Run 1, ports around the boundary:
Drawn at 2 px/um. Pins as bars across the die edge, other pins in gray.
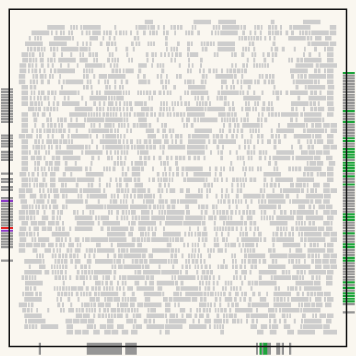
Run 1, zoomed window:
Region (101, 101) to (151, 151) um. Cells in gray, sequential cells in the stronger gray; small squares are vias.
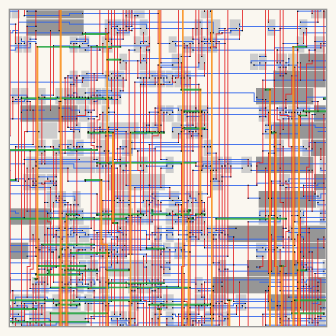
Run 1, the metal 3 layer:
Drawn at 3 px/um.
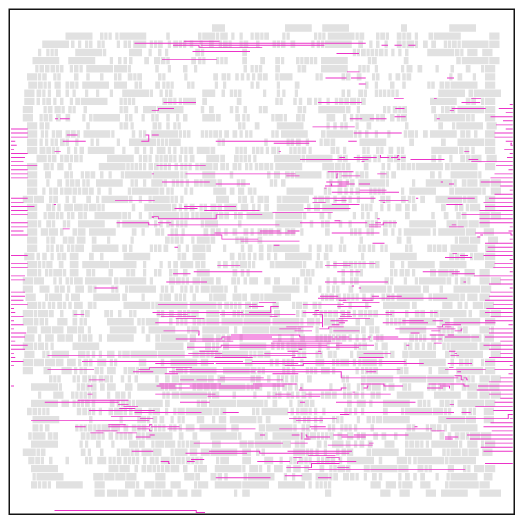
Run 1, clock wiring as the flow saved it:
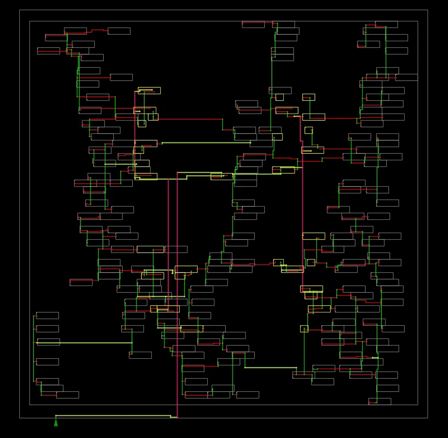
--- config.mk ---
export PLATFORM = sky130hd
export DESIGN_NAME = qm_muldiv
export DESIGN_NICKNAME = d
export VERILOG_FILES = /design/src/rtl/qm_muldiv.sv
export SDC_FILE = /design/constraint.sdc
export NUM_CORES = 1
export LEC_CHECK = 0
export ABC_AREA = 1
export CAP_MARGIN = 20
export CORE_MARGIN = 4
export CORE_UTILIZATION = 51
export DETAILED_ROUTE_END_ITERATION = 8
export PLACE_DENSITY = 0.78
export SLEW_MARGIN = 30
export SYNTH_ARGS = -nofsm -noshare
export SYNTH_HDL_FRONTEND = slang
export SYNTH_SLANG_ARGS = --single-unit
--- constraint.sdc ---
create_clock -name i_Clock -period 6 [get_ports i_Clock]
set_input_delay 1.2 -clock i_Clock [delete_from_list [all_inputs] [get_ports i_Clock]]
set_output_delay 1.2 -clock i_Clock [all_outputs]
set_load 0.01 [all_outputs]
--- src/rtl/qm_muldiv.sv ---
// ---------------------------------------------------------------------------
// qm_muldiv -- iterative 32x32 multiply / divide unit with HI/LO registers.
//
// One radix-2 step per cycle: shift-add for multiply, restoring division for
// divide, always on unsigned magnitudes. Signs are restored in a single
// FINISH cycle, which is the only time HI/LO are written by an operation.
//
// Optional feature macro: QM_MULDIV_DIV_EN
//   defined   : DIV/DIVU run through the restoring divider.
//   undefined : no divider datapath; a divide start pulses o_Done the next
//               cycle without touching HI/LO or raising o_Busy.
//
// Handshake: i_Start is taken only when the FSM is IDLE, and then takes
// priority over MTHI/MTLO in that cycle. While o_Busy=1, i_Start and the
// write strobes are ignored, and co_Stall tells the pipeline to hold any
// instruction that wants the unit (start, HI/LO read or HI/LO write).
//
// Ports:
//   i_Clock, i_Reset      clock (rising edge), async active-high reset
//   i_Start, i_Op[1:0]    request; 00 MULT, 01 MULTU, 10 DIV, 11 DIVU
//   i_A, i_B [31:0]       operands, latched on an accepted start
//   i_Access              pipeline reads HI/LO this cycle
//   i_HIWrite, i_LOWrite  MTHI / MTLO strobes, data on i_WData[31:0]
//   o_HI, o_LO [31:0]     architectural HI / LO
//   o_Busy                operation in progress (RUN or FINISH)
//   o_Done                one-cycle completion pulse
//   co_Stall              combinational stall request
// ---------------------------------------------------------------------------
module qm_muldiv (
    input  logic        i_Clock,
    input  logic        i_Reset,
    input  logic        i_Start,
    input  logic [1:0]  i_Op,
    input  logic [31:0] i_A,
    input  logic [31:0] i_B,
    input  logic        i_Access,
    input  logic        i_HIWrite,
    input  logic        i_LOWrite,
    input  logic [31:0] i_WData,
    output logic [31:0] o_HI,
    output logic [31:0] o_LO,
    output logic        o_Busy,
    output logic        o_Done,
    output logic        co_Stall
);

    typedef enum logic [1:0] {
        IDLE   = 2'd0,
        RUN    = 2'd1,
        FINISH = 2'd2
    } state_t;

    // r_State is the single place to observe FSM progress.
    state_t      r_State;
    state_t      w_NextState;

    logic [31:0] r_HI;
    logic [31:0] r_LO;
    logic        r_Done;
    logic [4:0]  r_Count;
    // Working registers: r_WHi is the product high half / partial remainder,
    // r_WLo the multiplier / dividend being shifted out (quotient shifted in).
    logic [31:0] r_WHi;
    logic [31:0] r_WLo;
    logic [31:0] r_M;
    logic        r_NegQ;

    logic        w_Accept;
    logic        w_Launch;
    logic        w_DivReject;
    logic        w_IsDiv;
    logic        w_Signed;
    logic        w_SignA;
    logic        w_SignB;
    logic [31:0] w_MagA;
    logic [31:0] w_MagB;

    logic [32:0] w_MulSum;
    logic [63:0] w_Prod;
    logic [63:0] w_ProdFix;
    logic [31:0] w_StepHi;
    logic [31:0] w_StepLo;
    logic [31:0] w_FinHi;
    logic [31:0] w_FinLo;

    assign w_IsDiv  = i_Op[1];
    assign w_Signed = ~i_Op[0];
    assign w_SignA  = w_Signed & i_A[31];
    assign w_SignB  = w_Signed & i_B[31];
    assign w_MagA   = w_SignA ? (32'd0 - i_A) : i_A;
    assign w_MagB   = w_SignB ? (32'd0 - i_B) : i_B;
    assign w_Accept = (r_State == IDLE) & i_Start;

`ifdef QM_MULDIV_DIV_EN
    logic        r_OpDiv;
    logic        r_NegR;
    logic        r_DivZero;
    logic [31:0] r_A;
    logic [32:0] w_DivShift;
    logic        w_DivOk;
    logic [31:0] w_DivDiff;

    assign w_Launch    = w_Accept;
    assign w_DivReject = 1'b0;

    // Divide-only operation attributes, captured alongside the operands.
    always_ff @(posedge i_Clock or posedge i_Reset) begin
        if (i_Reset) begin
            r_OpDiv   <= 1'b0;
            r_NegR    <= 1'b0;
            r_DivZero <= 1'b0;
            r_A       <= '0;
        end else if (w_Launch) begin
            r_OpDiv   <= w_IsDiv;
            r_NegR    <= w_SignA;
            r_DivZero <= (i_B == 32'd0);
            r_A       <= i_A;
        end
    end

    // Restoring step: remainder stays below the divisor, so when the trial
    // subtraction succeeds the true difference fits in 32 bits.
    assign w_DivShift = {r_WHi, r_WLo[31]};
    assign w_DivOk    = (w_DivShift >= {1'b0, r_M});
    assign w_DivDiff  = w_DivShift[31:0] - r_M;
`else
    // Without a divider, divide requests complete immediately as no-ops.
    assign w_Launch    = w_Accept & ~w_IsDiv;
    assign w_DivReject = w_Accept & w_IsDiv;
`endif

    // Datapath step and final sign correction.
    always_comb begin
        w_MulSum  = {1'b0, r_WHi} + (r_WLo[0] ? {1'b0, r_M} : 33'd0);
        w_StepHi  = w_MulSum[32:1];
        w_StepLo  = {w_MulSum[0], r_WLo[31:1]};
        w_Prod    = {r_WHi, r_WLo};
        w_ProdFix = r_NegQ ? (64'd0 - w_Prod) : w_Prod;
        w_FinHi   = w_ProdFix[63:32];
        w_FinLo   = w_ProdFix[31:0];
`ifdef QM_MULDIV_DIV_EN
        if (r_OpDiv) begin
            w_StepHi = w_DivOk ? w_DivDiff : w_DivShift[31:0];
            w_StepLo = {r_WLo[30:0], w_DivOk};
            if (r_DivZero) begin
                w_FinHi = r_A;
                w_FinLo = 32'hFFFF_FFFF;
            end else begin
                // Remainder follows the dividend's sign.
                w_FinHi = r_NegR ? (32'd0 - r_WHi) : r_WHi;
                w_FinLo = r_NegQ ? (32'd0 - r_WLo) : r_WLo;
            end
        end
`endif
    end

    // FSM: state register.
    always_ff @(posedge i_Clock or posedge i_Reset) begin
        if (i_Reset) begin
            r_State <= IDLE;
        end else begin
            r_State <= w_NextState;
        end
    end

    // FSM: next state.
    always_comb begin
        w_NextState = r_State;
        case (r_State)
            IDLE:    if (w_Launch) w_NextState = RUN;
            RUN:     if (r_Count == 5'd0) w_NextState = FINISH;
            FINISH:  w_NextState = IDLE;
            default: w_NextState = IDLE;
        endcase
    end

    // Datapath and architectural registers.
    always_ff @(posedge i_Clock or posedge i_Reset) begin
        if (i_Reset) begin
            r_HI    <= '0;
            r_LO    <= '0;
            r_Done  <= 1'b0;
            r_Count <= '0;
            r_WHi   <= '0;
            r_WLo   <= '0;
            r_M     <= '0;
            r_NegQ  <= 1'b0;
        end else begin
            r_Done <= (r_State == FINISH) | w_DivReject;
            case (r_State)
                IDLE: begin
                    if (w_Launch) begin
                        r_WHi   <= '0;
                        r_WLo   <= w_MagA;
                        r_M     <= w_MagB;
                        r_Count <= 5'd31;
                        r_NegQ  <= w_SignA ^ w_SignB;
                    end else if (!i_Start) begin
                        // A start in the same cycle (even a rejected one)
                        // drops the HI/LO write.
                        if (i_HIWrite) r_HI <= i_WData;
                        if (i_LOWrite) r_LO <= i_WData;
                    end
                end
                RUN: begin
                    r_WHi <= w_StepHi;
                    r_WLo <= w_StepLo;
                    if (r_Count != 5'd0) r_Count <= r_Count - 5'd1;
                end
                FINISH: begin
                    r_HI <= w_FinHi;
                    r_LO <= w_FinLo;
                end
                default: ;
            endcase
        end
    end

    assign o_HI     = r_HI;
    assign o_LO     = r_LO;
    assign o_Busy   = (r_State != IDLE);
    assign o_Done   = r_Done;
    assign co_Stall = o_Busy & (i_Start | i_Access | i_HIWrite | i_LOWrite);

endmodule

==> results.json, run 1 <==
{
  "status": "complete, no violations",
  "drc": 0,
  "worst_ep_arrival_time_ns": 2.42,
  "cts_resized": 0,
  "top_cell": "nand2_1",
  "cp-end-kind": "output port",
  "slew_headroom_pct": 42.4,
  "finalInstanceArea_um2": 15600,
  "critical_path_required_ns": 4.80,
  "edf_count": 0,
  "rsz0062_at_grt": "no",
  "postSynthSeqShare_pct": 32.5,
  "whs_ns": 0.482,
  "syn_to_final_growth_pct": 20.0,
  "diodes": 0,
  "ys_async_sr_fraction_pct": 100,
  "rows": 58,
  "place_area_um2": 15000,
  "ff_type": "dfrtp_1",
  "syn_area_um2": 13000,
  "yosysCellCount": 2085,
  "max_freq_mhz": 276,
  "period_needed_ns": 3.62,
  "finish.net_count": 2365,
  "firstDrtPassIters": 6,
  "crit_fanout": 2,
  "pre_cts_ws_ns": 2.38,
  "syn_area_per_cell_um2": 6.25,
  "die_y_um": 168,
  "nFillCells": 2494,
  "finalSetupTns_ns": 0,
  "port_buffers": 170,
  "tritoncts": "done",
  "htree_levels": 4,
  "via_per_inst": 5.62,
  "setup_violations": 0,
  "max-vdd-ir-drop_mv": 0.267,
  "topCellsByArea": "dfrtp_1, nand2_1, nor2_1",
  "antenna_found_initial": 0,
  "vias": 14409,
  "timing.final.crit_share_pct": 60.3,
  "drt-initial-drc-count": 1738,
  "yosys.area.top_type": "dfrtp_1",
  "drive_gt1_share_pct": 3.80,
  "ctsHoldBuffers": 0,
  "io_pins": 171,
  "hold_viol_final": 0
}
## Picture notes: 'ports around the boundary'
[i_Start] red | pins: 1 | direction: input | edge: left
[i_Op] purple | pins: 2 | direction: input | edge: left
[i_WData] green | pins: 32 | direction: input | edge: 29 right, 3 bottom
all pins by edge: 87 right, 47 left, 37 bottom

## Picture notes: 'zoomed window'
[M1] blue
[M2] red
[M4] orange
[M3] green
netlist names of flops here include: o_HI (9), r_WHi (4)
sequential cells in the window: 13
cells with their middle in the window: 213
most frequent: nand2_1 (60), nor2_1 (42), nand3_1 (39)

## Picture notes: 'the metal 3 layer'
wire length on this layer: 4530 um
longest straight run: 82.3 um
nets with wire on the layer: 358
share of all routed wire: 9.9%

## Picture notes: 'clock wiring as the flow saved it'
CTS Buf Count: 17
Latency at later pin: 0.45 ns

run 1: cells by family after synthesis:
kind of cell	count (synthesis)	share of synthesized area, %
AND/OR/NAND/NOR	1174	37.2
buffers and inverters	322	9.47
flip-flops	169	32.5
XOR/XNOR	34	2.29
AND-OR/OR-AND	348	14.9
adder cells (fa/ha/maj)	38	3.71
run 1: registers in the layout (all words and copies together) (netlist names):
signal   flops
o_HI        32
o_LO        32
r_M         32
r_WHi       32
r_WLo       32
r_Count      5
r_State      2
o_Done       1
r_NegQ       1
run 1: area by class of cell:
cell class | instances | area [um2] | area share, %
multi-input cells | 1594 | 7580 | 48.5
flip-flops and latches | 169 | 4230 | 27.1
repair buffers | 183 | 1830 | 11.7
inverters | 258 | 973 | 6.23
clock buffers | 19 | 453 | 2.90
well taps | 330 | 413 | 2.64
clock inverters | 13 | 154 | 0.985
run 1: per-layer routing:
layer	track usage (%)	part of all wire, %	vias to the layer above
met3	5.92	9.9	84
li1	-	-	7039
met4	12.2	4.0	0
met1	45.8	44	6533
met5	0	0	-
met2	48.0	42	753
run 1: where the power goes:
| part | internal (mW) | switching (mW) | total [mW] |
|---|---|---|---|
| Sequential | 1.70 | 0.574 | 2.27 |
| Clock | 0.617 | 0.549 | 1.17 |
| Combinational | 1.66 | 2.79 | 4.45 |
| Total | 3.97 | 3.91 | 7.88 |
run 1: cell usage in the layout, fill, tap and decap left out, types with 3 or more instances in the layout:
| cell type | count |
|---|---|
| a21oi_1 | 144 |
| a31oi_1 | 16 |
| buf_4 | 11 |
| clkbuf_16 | 17 |
| clkdlybuf4s50_1 | 170 |
| clkinv_4 | 3 |
| dfrtp_1 | 168 |
| ha_1 | 37 |
| inv_1 | 247 |
| inv_2 | 10 |
| inv_6 | 3 |
| inv_8 | 5 |
| nand2_1 | 584 |
| nand3_1 | 213 |
| nand3b_1 | 7 |
| nand4_1 | 21 |
| nor2_1 | 308 |
| nor2_2 | 4 |
| nor2_4 | 3 |
| nor3_1 | 15 |
| o211ai_1 | 9 |
| o21ai_0 | 114 |
| o21ai_2 | 5 |
| o21bai_1 | 18 |
| o221ai_1 | 10 |
| o22ai_1 | 26 |
| or2_2 | 11 |
| xnor2_1 | 4 |
| xor2_1 | 30 |
run 1: critical path: stages:
cell	delay [ns]
clkdlybuf4s50_1	0.46
inv_1	0.06
a21oi_1	0.15
clkdlybuf4s50_1	0.55
run 1: per-stage QoR:
stage	cells	utilization [%]
2_1_floorplan	2085	-
3_3_place_gp	2533	59.6
3_5_place_dp	2533	59.6
4_1_cts	2565	62.0
5_1_grt	2566	62.1
6_report	2566	62.1
run 1: path summary, 6_finish.rpt:
check	from	end	slack [ns]	cells past startpoint
min in group asynchronous	i_Reset	o_LO[1]	1.19	3
hold reg to reg	r_M[18]	r_M[18]	0.48	2
hold / removal	r_M[18]	r_M[18]	0.48	2
max in group asynchronous	i_Reset	r_NegQ	3.94	4
setup reg to reg	r_WLo[0]	r_WHi[29]	3.11	18
setup / recovery	i_LOWrite	co_Stall	2.38	4
Run 1, M4 wires:
Drawn at 2 px/um. Supply wires on this layer in gray.
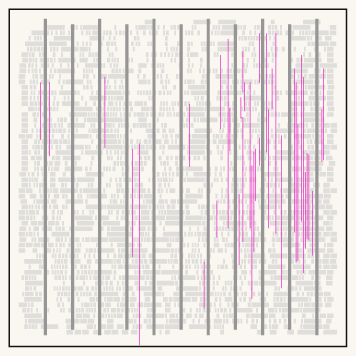

==> inputs of run 2 (changes only) <==
clock period = 3.2 ns   (was 6 ns; I/O delays follow)
Run 2, M4 wires:
Drawn at 2 px/um. Supply wires on this layer in gray.
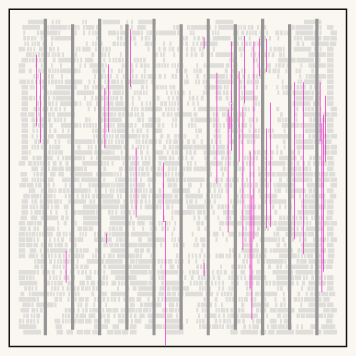
nets with wire on the layer: 29
wire length on this layer: 1410 um

==> run 2 against run 1 <==
Net effect:
- clock-buffer cell count unchanged
- area after synthesis unchanged
- sequential power increased by 91%
- via count increased by 0.79%
- non-clock buffer count increased by 4
- critical path type is now register to register
- critical endpoint is now r_WHi[13]
- largest cell class unchanged
==> results.json, run 2 <==
{
  "top_cell": "nand2_1",
  "diodes": 0,
  "ys_sh_xor_pct": 2.29,
  "place_inst": 2538,
  "port_buffers": 170,
  "max-vdd-ir-drop_mv": 0.554,
  "insertion_delay_ns": 0.44,
  "timing.final.crit_share_pct": 85.3,
  "die_y_um": 168,
  "cp-end-kind": "register",
  "drc": 0,
  "htree_levels": 4,
  "hold_viol_final": 0,
  "syn_area_per_cell_um2": 6.25,
  "postSynthSeqShare_pct": 32.5,
  "ff_type": "dfrtp_1",
  "via_per_inst": 5.65,
  "slew_headroom_pct": 45.7,
  "vias": 14523,
  "firstDrtPassIters": 7,
  "antenna_found_initial": 0,
  "edf_count": 0,
  "critical_path_required_ns": 3.51,
  "startpoint": "r_WLo[0]",
  "simple_gate_share_pct": 37.2,
  "crit_fanout": 30,
  "max_freq_mhz": 366,
  "cts_buffers": 17,
  "syn_to_final_growth_pct": 20.3,
  "setup_violations": 0,
  "ctsHoldBuffers": 0,
  "worst_ep_arrival_time_ns": 3.04,
  "status": "complete, no violations",
  "topCombFamilyByArea": "simple AND/OR/NAND/NOR gates",
  "mostFrequentLayoutCell": "nand2_1",
  "period_needed_ns": 2.73,
  "finish.net_count": 2369,
  "topCellsByArea": "dfrtp_1, nand2_1, nor2_1",
  "finalInstanceArea_um2": 15700,
  "drt-initial-drc-count": 1763,
  "yosysCellCount": 2085,
  "whs_ns": 0.482
}
Run 2, the metal 3 layer:
Drawn at 3 px/um.
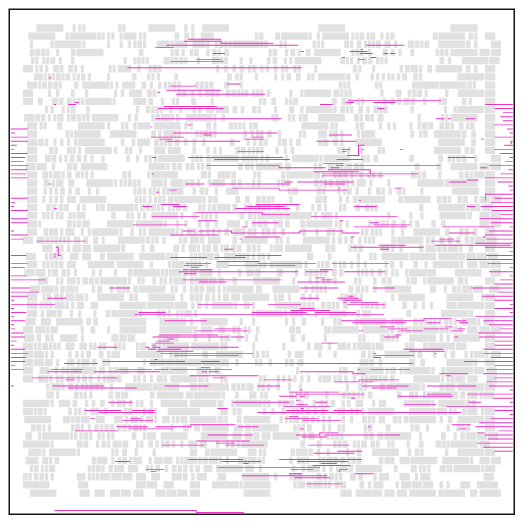
nets with wire on the layer: 356
share of all routed wire: 9.0%
longest straight run: 87.4 um
wire length on this layer: 4220 um
main direction: horizontal

## run 2: cell count changes in the layout (fill, tap and decap cells not counted)
cell / change
bufinv_16: +1
buf_16: -1
clkinv_4: -1
buf_12: +1
buf_4: +4
## run 2: where the power goes
group,total (mW),leakage (nW),switching (mW),internal [mW]
clock network,2.27,0.311,1.03,1.24
registers,4.33,2.00,1.15,3.18
logic,8.35,5.26,5.23,3.13
## run 2: critical path: stages (launching register included)
cell     delay, ns
dfrtp_1       0.48
buf_4         0.34
nand2_1       0.09
inv_1         0.06
ha_1          0.26
a21oi_1       0.24
o21ai_0       0.28
nand2_1       0.13
nand2_1       0.08
nand2_1       0.07
nand2_1       0.13
or2_2         0.31
nand3_1       0.07
o21ai_0       0.08
## run 2: final cells by class
cell class                 instances  area (um2)
tap                              330         413
sequential                       169        4230
multi-input combinational       1594        7580
inverter                         258         972
clock inverter                    13         176
timing repair buffer             187        1850
clock buffer                      19         453
fill                            2469        9510
## run 2: path summary, 6_finish.rpt
path                       slack (ns)   endpoint  cells past startpoint
setup / recovery                 0.47  r_WHi[13]                     13
hold / removal                   0.48    r_M[16]                      2
setup reg to reg                 0.47  r_WHi[13]                     13
hold reg to reg                  0.48    r_M[16]                      2
max in group asynchronous        2.05    r_M[16]                      3
min in group asynchronous        0.67    o_LO[1]                      3
## run 2: kinds of logic (layout without fill, tap and decap cells)
family,after synthesis,count (layout)
compound gates,348,348
xor+xnor,34,34
fa+ha+maj,38,38
buf+inv,322,477
flops,169,169
simple gates,1174,1174
## run 2: per-layer routing
layer	GRT usage (%)	part of all wire, %
met1	48.4	45
met2	49.5	43
met3	4.53	9.0
met4	10.2	3.0
met5	0	0
Run 2, zoomed window:
Region (101, 101) to (151, 151) um. Cells in gray, sequential cells in the stronger gray; small squares are vias.
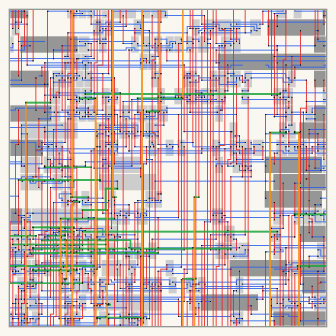

==> inputs of run 3 (changes only) <==
CORE_UTILIZATION = 50   (was 51)
PLACE_DENSITY = 0.76   (was 0.78)
TNS_END_PERCENT = 30   (was unset)
Run 3, zoomed window:
Region (102, 102) to (152, 152) um. Cells in gray, sequential cells in the stronger gray; small squares are vias.
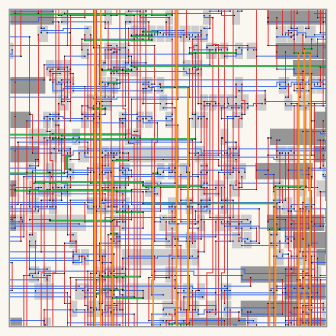
[M2] red
[M4] orange
[M1] blue
[M3] green
netlist names of flops here include: o_HI (12), r_WHi (3)
cells with their middle in the window: 201
sequential cells in the window: 15
most frequent: nand2_1 (52), nor2_1 (42), nand3_1 (37)

==> run 3 against run 2 <==
Net effect:
- final cell count about the same
- sequential power barely moved
- design area shrank 0.30%
- largest power group unchanged
==> results.json, run 3 <==
{
  "status": "complete, no violations",
  "ys_async_sr_fraction_pct": 100,
  "global_route.usage.met3_pct": 5.82,
  "seqPwrFrac_pct": 29.2,
  "place_inst": 2537,
  "edf_count": 0,
  "whs_ns": 0.474,
  "p_comb_share_pct": 56.6,
  "startpoint": "r_WLo[0]",
  "firstDrtPassIters": 6,
  "vias": 14479,
  "die_y_um": 169,
  "internal_power_mw": 7.44,
  "place_area_um2": 15100,
  "syn_to_final_growth_pct": 20.0,
  "ctsHoldBuffers": 0,
  "io_pins": 171,
  "swShare_pct": 50.0,
  "timing.final.crit_share_pct": 85.5,
  "p_switching_mw": 7.43,
  "worst_ep_arrival_time_ns": 3.07,
  "period_needed_ns": 2.74,
  "mostFrequentLayoutCell": "nand2_1",
  "max-vdd-ir-drop_mv": 0.706,
  "htree_levels": 4,
  "postSynthSeqShare_pct": 32.5,
  "cts_buffers": 17,
  "tritoncts": "done",
  "ff_type": "dfrtp_1",
  "crit_fanout": 6,
  "yosys.area.top_type": "dfrtp_1",
  "finalSetupTns_ns": 0,
  "drc": 0,
  "drt-initial-drc-count": 1630,
  "syn_area_per_cell_um2": 6.25,
  "use_met2_pct": 49.3,
  "critical_path_required_ns": 3.53,
  "rows": 58,
  "syn_area_um2": 13000,
  "cts_resized": 0,
  "finish.net_count": 2368,
  "port_buffers": 170,
  "via_per_inst": 5.64,
  "lay_top_cells": "nand2_1, nor2_1, inv_1"
}
Run 3, clock wiring as the flow saved it:
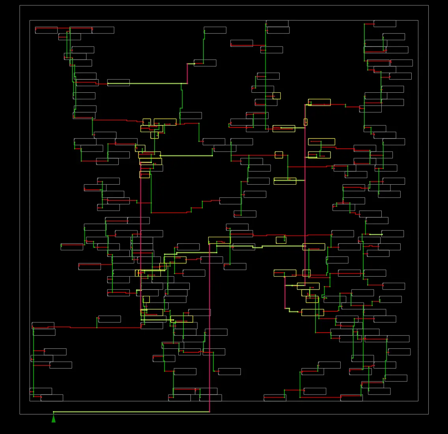
clk sinks: 169
Worst Skew: 0.0134 ns
Clk. pwr: 2.12 mW
sequential cells: 169
# clk buffers: 20

-- run 3: cell counts after synthesis --
Identical to the previous run, type by type.
-- run 3: kinds of logic after synthesis --
logic type | Yosys count | share of synthesized area [%]
flip-flops | 169 | 32.5
AND-OR/OR-AND | 348 | 14.9
buffers and inverters | 322 | 9.47
AND/OR/NAND/NOR | 1174 | 37.2
adder cells (fa/ha/maj) | 38 | 3.71
XOR/XNOR | 34 | 2.29
-- run 3: power by group through the flow --
stage / Sequential [mW] / Combinational, mW / Clock, mW
6_report: 4.34 / 8.41 / 2.12
5_1_grt: 4.46 / 9.39 / 2.21
4_1_cts: 4.27 / 8.29 / 2.12
3_5_place_dp: 4.31 / 8.22 / 0
3_3_place_gp: 4.29 / 8.09 / 0
2_1_floorplan: 4.04 / 5.43 / 0
-- run 3: critical path: stages (launching register included) --
cell and delay (ns):
dfrtp_1 0.47, nand2_1 0.08, inv_1 0.06, ha_1 0.15
inv_1 0.06, fa_1 0.36, inv_1 0.12, nand2_1 0.08
o21ai_0 0.51, nand2_1 0.11, nand2_1 0.13, nand2_1 0.06
nand2_1 0.13, nand2_1 0.08, nand2_1 0.07, nand2_1 0.05
nand3_1 0.07, nand2_1 0.05
-- run 3: area by class of cell --
| type | instances | area, um2 |
|---|---|---|
| Clock buffer | 20 | 447 |
| Clock inverter | 12 | 131 |
| Fill cell | 2535 | 9770 |
| Inverter | 258 | 972 |
| Multi-Input combinational cell | 1594 | 7580 |
| Sequential cell | 169 | 4230 |
| Tap cell | 330 | 413 |
| Timing Repair Buffer | 186 | 1860 |
-- run 3: path summary, 6_finish.rpt --
| kind | end | slack, ns | depth (start not counted) |
|---|---|---|---|
| setup / recovery | r_WHi[23] | 0.46 | 17 |
| hold / removal | o_LO[1] | 0.47 | 2 |
| setup reg to reg | r_WHi[23] | 0.46 | 17 |
| hold reg to reg | o_LO[1] | 0.47 | 2 |
| max in group asynchronous | r_NegQ | 2.02 | 3 |
| min in group asynchronous | o_LO[2] | 0.68 | 3 |
-- run 3: metal layers --
layer,part of all wire (%),up-vias
met2,42,733
li1,-,7036
met4,3.4,0
met1,45,6633
met5,0,-
met3,10,77
Power is estimated from default activity; no workload was simulated.
